[config.mk]
export PLATFORM = sky130hd
export DESIGN_NAME = wb_result_pipe
export DESIGN_NICKNAME = d
export VERILOG_FILES = /design/src/rtl/spu_pkg.sv /design/src/rtl/wb_reg_match.sv /design/src/rtl/wb_result_pipe.sv
export SDC_FILE = /design/constraint.sdc
export NUM_CORES = 1
export LEC_CHECK = 0
export CAP_MARGIN = 5
export CORE_MARGIN = 2
export CORE_UTILIZATION = 53
export CTS_CLUSTER_SIZE = 8
export DETAILED_ROUTE_END_ITERATION = 8
export PLACE_DENSITY = 0.75
export SLEW_MARGIN = 20
export SYNTH_ARGS = -nofsm -noshare
export SYNTH_HDL_FRONTEND = slang
export SYNTH_SLANG_ARGS = --single-unit
[constraint.sdc]
create_clock -name clk -period 2.41 [get_ports clk]
set_input_delay 0.482 -clock clk [delete_from_list [all_inputs] [get_ports clk]]
set_output_delay 0.482 -clock clk [all_outputs]
set_load 0.02 [all_outputs]
[src/rtl/spu_pkg.sv]
// rtl/spu_pkg.sv - shared widths, default depth and slot entry type for the result pipe
package spu_pkg;

    localparam int DATA_W     = 128;
    localparam int REG_ADDR_W = 7;
    localparam int WB_DEPTH   = 7;
    localparam int LAT_W      = 3;

    typedef struct packed {
        logic                  valid;
        logic [REG_ADDR_W-1:0] rt;
        logic [DATA_W-1:0]     data;
    } wb_entry_t;

endpackage

[src/rtl/wb_reg_match.sv]
// rtl/wb_reg_match.sv - per-query priority matcher over the pipeline slots (hit, busy, youngest data)
module wb_reg_match
    import spu_pkg::*;
#(
    parameter int DEPTH  = WB_DEPTH,
    parameter bit FWD_EN = 1'b0
)(
    input  wb_entry_t             slots [DEPTH],
    input  logic [REG_ADDR_W-1:0] query,
    output logic                  hit,
    output logic                  busy,
    output logic [DATA_W-1:0]     data
);

    // Scan oldest to youngest so the highest-index match (youngest write) wins the data.
    always_comb begin
        hit  = 1'b0;
        data = '0;
        for (int k = 0; k < DEPTH; k++) begin
            if (slots[k].valid && slots[k].rt == query) begin
                hit  = 1'b1;
                data = slots[k].data;
            end
        end
        busy = hit && !FWD_EN;
    end

endmodule

[src/rtl/wb_result_pipe.sv]
// rtl/wb_result_pipe.sv - variable-latency write-back pipe with RAW busy; WB_FWD_EN adds forwarding ports
module wb_result_pipe
    import spu_pkg::*;
#(
    parameter int DEPTH = WB_DEPTH
)(
    input  logic                  clk,
    input  logic                  reset,
    input  logic                  issue_valid,
    input  logic [REG_ADDR_W-1:0] issue_rt,
    input  logic [LAT_W-1:0]      issue_latency,
    input  logic [DATA_W-1:0]     issue_result,
    output logic                  issue_ready,
    input  logic [REG_ADDR_W-1:0] query_ra,
    input  logic [REG_ADDR_W-1:0] query_rb,
    input  logic [REG_ADDR_W-1:0] query_rc,
    output logic                  busy_ra,
    output logic                  busy_rb,
    output logic                  busy_rc,
`ifdef WB_FWD_EN
    output logic                  fwd_hit_ra,
    output logic                  fwd_hit_rb,
    output logic                  fwd_hit_rc,
    output logic [DATA_W-1:0]     fwd_data_ra,
    output logic [DATA_W-1:0]     fwd_data_rb,
    output logic [DATA_W-1:0]     fwd_data_rc,
`endif
    output logic                  wb_valid,
    output logic [REG_ADDR_W-1:0] wb_rt,
    output logic [DATA_W-1:0]     wb_data,
    output logic                  collision_err
);

`ifdef WB_FWD_EN
    localparam bit FWD_EN = 1'b1;
`else
    localparam bit FWD_EN = 1'b0;
`endif

    wb_entry_t             stage [DEPTH];
    logic                  lat_ok;
    logic                  slot_free;
    logic                  waw_ok;
    logic [LAT_W-1:0]      lat_idx;
    logic [REG_ADDR_W-1:0] m_query [3];
    logic [2:0]            m_hit;
    logic [2:0]            m_busy;
    logic [DATA_W-1:0]     m_data [3];

    assign lat_idx = issue_latency - LAT_W'(1);

    // Accept only if the target retire slot is free and no same-rt write retires at or after it.
    always_comb begin
        lat_ok    = (issue_latency != '0) && (int'(issue_latency) <= DEPTH);
        slot_free = 1'b1;
        waw_ok    = 1'b1;
        for (int k = 0; k < DEPTH; k++) begin
            if (k == int'(issue_latency) && stage[k].valid)
                slot_free = 1'b0;
            if (k >= int'(issue_latency) && stage[k].valid && stage[k].rt == issue_rt)
                waw_ok = 1'b0;
        end
        issue_ready = lat_ok && slot_free && waw_ok;
    end

    // Shift toward the write port each edge; an accepted offer lands in its post-shift slot.
    always_ff @(posedge clk or negedge reset) begin
        if (!reset) begin
            for (int k = 0; k < DEPTH; k++)
                stage[k] <= '0;
        end else begin
            for (int k = 0; k < DEPTH - 1; k++)
                stage[k] <= stage[k+1];
            stage[DEPTH-1] <= '0;
            if (issue_valid && issue_ready)
                stage[lat_idx] <= '{valid: 1'b1, rt: issue_rt, data: issue_result};
        end
    end

    // Sticky record that some offer was dropped since reset.
    always_ff @(posedge clk or negedge reset) begin
        if (!reset)
            collision_err <= 1'b0;
        else if (issue_valid && !issue_ready)
            collision_err <= 1'b1;
    end

    assign wb_valid = stage[0].valid;
    assign wb_rt    = stage[0].rt;
    assign wb_data  = stage[0].data;

    assign m_query[0] = query_ra;
    assign m_query[1] = query_rb;
    assign m_query[2] = query_rc;

    for (genvar q = 0; q < 3; q++) begin : g_match
        wb_reg_match #(.DEPTH(DEPTH), .FWD_EN(FWD_EN)) u_match (
            .slots (stage),
            .query (m_query[q]),
            .hit   (m_hit[q]),
            .busy  (m_busy[q]),
            .data  (m_data[q])
        );
    end

    assign busy_ra = m_busy[0];
    assign busy_rb = m_busy[1];
    assign busy_rc = m_busy[2];

`ifdef WB_FWD_EN
    assign fwd_hit_ra  = m_hit[0];
    assign fwd_hit_rb  = m_hit[1];
    assign fwd_hit_rc  = m_hit[2];
    assign fwd_data_ra = m_data[0];
    assign fwd_data_rb = m_data[1];
    assign fwd_data_rc = m_data[2];
`else
    logic unused_match;
    assign unused_match = ^{m_hit, m_data[0], m_data[1], m_data[2]};
`endif

endmodule

layers.png
Scale: 1.5 px per um. Only two layers are drawn.
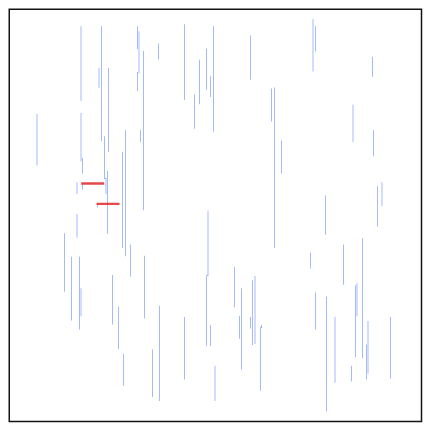
Key: blue = M4 [wire length 2500 um]; red = M5 [wire length 27.6 um]
Tot GR Track Use: 27.10%
post-detailed-route wirelength per cell: 25.70 um
Detailed Route WL: 104.7 mm
total via count after detailed routing: 22060

placed.png
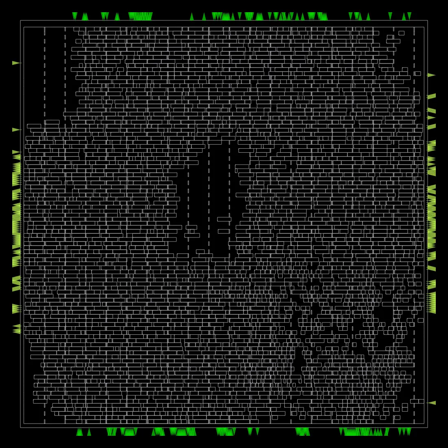
floorplan row count: 98
tally of non-filler cells in the final layout: 4074

ff_map.png
Scale: 2 px per um.
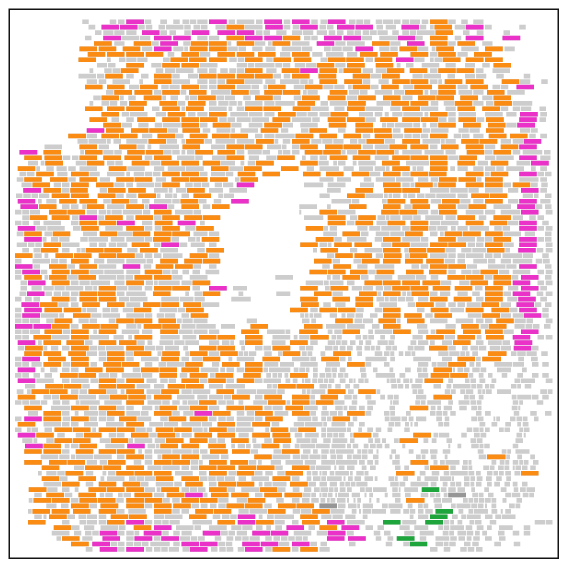
Key: orange = `stage` [flops 816, where all over the die]; magenta = `wb_data` [flops 128, where all over the die]; green = `wb_rt` [flops 7, where lower right]
fraction of standard cell area that is sequential: 45.80%
final core utilization: 72.66%
sequential cell area: 0.02387 mm2
sequential power: 17.5 mW

port_trees.png
Scale: 1.5 px per um.
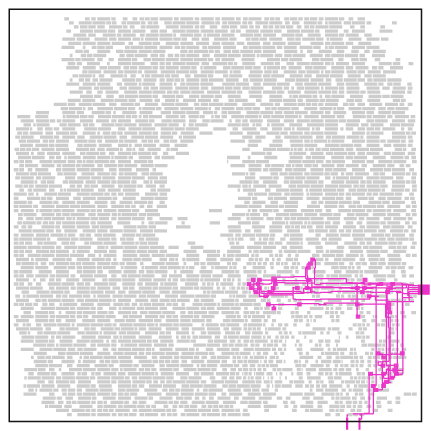
Key: magenta = `query_rc` [bits 7, direction input, end cells 49, buffers 23, wire 1510 um]
IO Port Bufs: 302
number of placed I/O pins: 303

==> impl_metrics.tcl <==
# yosys + openroad results
set metrics [dict create \
    floorplan.tapcells 950 \
    cts.hold.buffers_added 1 \
    synth-cells-yosys 2542 \
    detail_route.wirelength.met1_mm 44.31 \
    buffering_overhead_pct 17.89 \
    synthDominantAreaCellType "sky130_fd_sc_hd__dfrtp_1" \
    effective_utilization_at_floorplan_pct 53.78 \
    die_extent_in_y_um 273.8 \
    internal_power_mw 30.14 \
    static-leakage-power_nw 25.46 \
    number_of_global_route_vias_before_repair 24540 \
    ys_dominant_reg_cell "sky130_fd_sc_hd__dfrtp_1" \
    crit-reg2reg-capture "stage[596]$_DFF_PN0_" \
    violations "negative setup slack" \
    critical_path_class "primary input to flip-flop" \
    critical-path-slowest-cell "sky130_fd_sc_hd__or4_4" \
    cellPowerDensity_mw_per_mm2 762.4 \
    nMultiInputCombCells 1267 \
    critical_path_max_stage_delay_ps 570 \
    setup_viol 956 \
    final.setup.worst_slack_ps -590.7 \
    critPathTopFamily "buffers and inverters" \
    cp.required_ps 3000 \
    synth.yosys.seq_area_share_pct 61.82 \
    global_route_met2_usage_pct 45.34 \
    area_growth_pct 35.11 \
    status "complete, but fails checks" \
    routabilityCongestion 0.8863 \
]
[through the flow]
step                      setup WS [ps]  cell area (um2)
after global placement            -1320            43920
final                            -590.7            52120
after floorplan                  -478.4            38730
after detailed placement          -1284            43920
after CTS                        -573.5            51030
after global routing             -629.3            52120
[sequential cells by signal (all words and copies together), names as in the netlist]
register and flops:
collision_err 1, wb_rt 7, wb_valid 1, stage 816, wb_data 128
[power by group through the flow]
stage          sequential, mW  clock, mW  combinational, mW
3_3_place_gp             17.7          0               4.03
3_5_place_dp             17.7          0               4.12
4_1_cts                  17.5       17.4               4.77
6_report                 17.5       17.3               4.98
2_1_floorplan            17.5          0               2.42
5_1_grt                  17.6       18.3               5.27
Power is estimated from default activity; no workload was simulated.
